==> run_1/placed.png <==
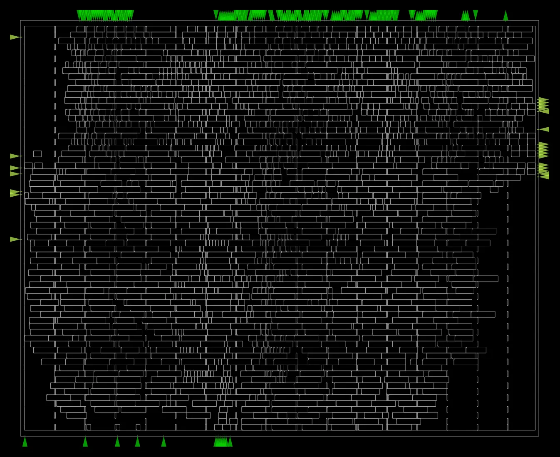
==> run_1/route_heat.png <==
Scale: 1.5 px per um. The die is cut into 24 by 19 equal tiles; dark purple is low, yellow is high, scaled to the fullest tile. Values are wire area over tile area, all layers added.
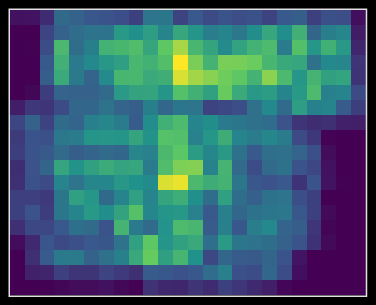
==> run_1/floorplan.png <==
Scale: 2 px per um. Pins as bars on the die edge.
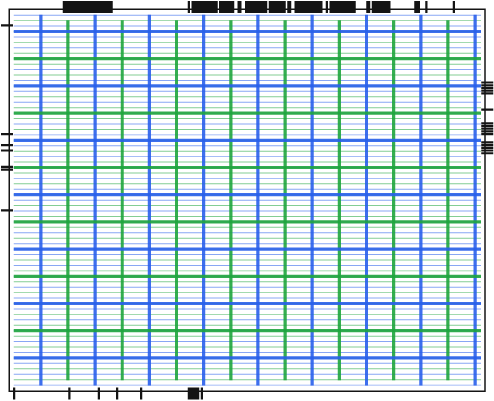
==> run_1/closeup.png <==
Window x 94 to 144, y 108 to 158 um. Cells in gray, sequential cells in the stronger gray; small squares are vias.
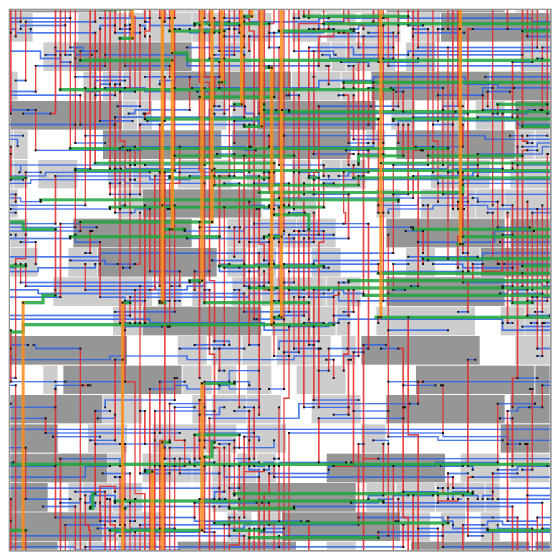
==> config.mk <==
export PLATFORM = sky130hd
export DESIGN_NAME = mul4_vector_sequencer
export DESIGN_NICKNAME = d
export VERILOG_FILES = /design/src/rtl/mul4_vector_sequencer.sv
export SDC_FILE = /design/constraint.sdc
export NUM_CORES = 1
export LEC_CHECK = 0
export ABC_CLOCK_PERIOD_IN_PS = 5800
export CORE_ASPECT_RATIO = 0.8
export CORE_MARGIN = 1.5
export CORE_UTILIZATION = 60
export CTS_CLUSTER_DIAMETER = 150
export CTS_CLUSTER_SIZE = 12
export DETAILED_ROUTE_END_ITERATION = 8
export HOLD_SLACK_MARGIN = 0.12
export PLACE_DENSITY = 0.8
export SKIP_CTS_REPAIR_TIMING = 1
export SYNTH_ARGS = -nofsm -noshare
export SYNTH_HDL_FRONTEND = slang
export SYNTH_SLANG_ARGS = --single-unit
==> constraint.sdc <==
create_clock -name clk -period 5.8 [get_ports clk]
set_input_delay 1.45 -clock clk [delete_from_list [all_inputs] [get_ports clk]]
set_output_delay 1.45 -clock clk [all_outputs]
set_load 0.005 [all_outputs]
==> out/notes.md, run 1 <==
- **area fraction of the dominant cell type after synthesis** 0.658
- **cell at the slowest stage of the critical path** sky130_fd_sc_hd__dfxtp_4
- **number of cells on the worst hold path** 1
- **Setup WS pre-CTS** 0.609 ns
- **crit start category** register
- **crit path max fanout** 40
- **Synth top cells by count** sky130_fd_sc_hd__edfxtp_1 (576), sky130_fd_sc_hd__mux2i_1 (119), sky130_fd_sc_hd__and3_1 (97)
- **ordered list of cells on the worst path** buf_4 > mux2i_1 > a22o_1 > a21oi_1 > a21oi_1 > and3_1 > buf_4 > o21ai_0 > and3_1 > a2111o_1 > inv_1 > ha_1 > or2_2 > a32oi_1 > o21bai_1
- **ANT cells** 0
- **share of layout cells above drive strength 1** 0.139
- **number of warnings in the stage logs** 43
- **grt met2 use** 0.448
- **cell type with the highest aggregate area in the netlist** sky130_fd_sc_hd__edfxtp_1
- **aoi/oai-family share of the synthesized area** 0.0602
- **Gate Count Post-Synth** 1,655
- **worst hold slack** 0.520 ns
- **Post-synth EDFFs** 576
- **instance area after placement** 28,300 um^2
- **Ports** 157
- **Bufs and invs on worst path** 3
- **worst setup path category** register to register
- **dominant power group** registers
- **switching power share of the total** 0.223
- **Clk Latency, worst-skew pair** 0.60 ns
- **number of warnings issued by yosys** 0
- **TritonCTS Sinks** 600
- **multiplexer area fraction after synthesis** 0.133
- **arrival time at the worst endpoint** 5.64 ns
- **overall power after layout** 8900 uW
- **RSZ-0062 raised after global routing** no
- **routability congestion estimate** 0.915
- **logic share of the area** 0.259
- **cell class contributing the biggest share of worst-path delay** AND-OR/OR-AND gates
- **number of buffers on the longest clock path** 3
- **run status** finished, final reports clean
Notes on placed.png above:
layout sequential cell count: 600
number of placement rows: 68
Core Box Area: 43,200 um^2
tapcell count: 560

Notes on route_heat.png above:
The densest ninth of the die: north. The mean over all tiles is 0.25. 27% of the tiles are over half the peak. The fullest tile reaches 0.71. 11% of the tiles are nearly empty. The emptiest ninth of the die: south-east.
WL/cell: 27.8 um
final wirelength: 66.2 mm
total routing usage reported by global routing: 0.295
routed via count: 16,144

Notes on floorplan.png above:
VDD: drawn in green. VSS: drawn in blue.
The core has 68 rows. 69 met1 rails follow the rows. 17 straps on met4. 157 signal pins sit on the boundary. 13 straps on met5.
die width: 237 um
worst voltage drop across the vdd grid: 0.287 mV

Notes on closeup.png above:
M3: drawn in green. M2: drawn in red. M1: drawn in blue. M4: drawn in orange.
156 logic cells have their middle in the window. Most frequent: edfxtp_1 (28), buf_4 (14), mux2i_1 (13). Sequential cells in the window: 28.

==> run 1 -> run 2 <==
--- a/config.mk
+++ b/config.mk
@@ -13,6 +13,7 @@
 export CTS_CLUSTER_SIZE = 12
 export DETAILED_ROUTE_END_ITERATION = 8
 export HOLD_SLACK_MARGIN = 0.12
+export MAX_ROUTING_LAYER = met4
 export PLACE_DENSITY = 0.8
 export SKIP_CTS_REPAIR_TIMING = 1
 export SYNTH_ARGS = -nofsm -noshare
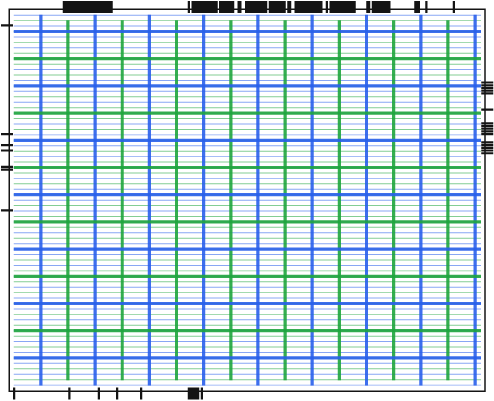
(run_2/floorplan.png)
Scale: 2 px per um. Pins as bars on the die edge.
VDD: drawn in green. VSS: drawn in blue.
17 straps on met4. The core has 68 rows. 69 met1 rails follow the rows.
worst voltage drop across the vdd grid: 0.289 mV
y dimension of the die: 190 um

==> run 2 against run 1 <==
Clock power is essentially flat. Register-to-register slack gained 0.05 ns. Wire length is essentially flat. Final area about the same. Critical path type unchanged.
==> out/notes.md, run 2 <==
- **run status** finished, final reports clean
- **number of cells on the worst hold path** 2, +1
- **final wirelength** 66.2 mm, about the same
- **crit path max fanout** 40, unchanged
- **Setup WS pre-CTS** 0.609 ns, unchanged
- **TritonCTS Sinks** 600, unchanged
- **logic share of the area** 0.259, about the same
- **tapcell count** 560, unchanged
- **ordered list of cells on the worst path** buf_4 > mux2i_1 > a22o_1 > a21oi_1 > a21oi_1 > and3_1 > buf_4 > o21ai_0 > and3_1 > a2111o_1 > inv_1 > ha_1 > or2_2 > a32oi_1 > o21bai_1
- **cell class contributing the biggest share of worst-path delay** AND-OR/OR-AND gates
- **Post-synth EDFFs** 576, unchanged
- **crit start category** register
- **worst setup path category** register to register
- **RSZ-0062 raised after global routing** no
- **routed length on met1** 25.9 mm
- **number of warnings issued by yosys** 0, unchanged
- **overall power after layout** 8890 uW, about the same
- **instance area after placement** 28,300 um^2, unchanged
- **Bufs and invs on worst path** 3, unchanged
- **number of buffers on the longest clock path** 3, unchanged
- **routability congestion estimate** 0.931, +1.7%
- **WL/cell** 27.8 um, about the same
- **Gate Count Post-Synth** 1,655, unchanged
- **ANT cells** 1, +1
- **routed via count** 16,163, +0.12%
- **number of warnings in the stage logs** 43, unchanged
- **area fraction of the dominant cell type after synthesis** 0.658, unchanged
- **most frequent logic cell in the layout** sky130_fd_sc_hd__edfxtp_1
- **Core Box Area** 43,200 um^2, unchanged
- **layout sequential cell count** 600, unchanged
- **cell at the slowest stage of the critical path** sky130_fd_sc_hd__dfxtp_4
- **worst hold slack** 0.522 ns, +0.00179 ns
- **arrival time at the worst endpoint** 5.59 ns, -0.05 ns
- **aoi/oai-family share of the synthesized area** 0.0602, unchanged
- **Synth top cells by count** sky130_fd_sc_hd__edfxtp_1 (576), sky130_fd_sc_hd__mux2i_1 (119), sky130_fd_sc_hd__and3_1 (97)
- **most used cells in the layout excluding fill and tap cells** sky130_fd_sc_hd__edfxtp_1 (576), sky130_fd_sc_hd__clkdlybuf4s50_1 (147), sky130_fd_sc_hd__mux2i_1 (119)
- **Ports** 157, unchanged
- **Clk Latency, worst-skew pair** 0.60 ns, about the same
- **total routing usage reported by global routing** 0.305, +0.00934
- **cell type with the highest aggregate area in the netlist** sky130_fd_sc_hd__edfxtp_1
- **number of placement rows** 68, unchanged
No activity file was given, so power comes from the tool's default toggle rates.
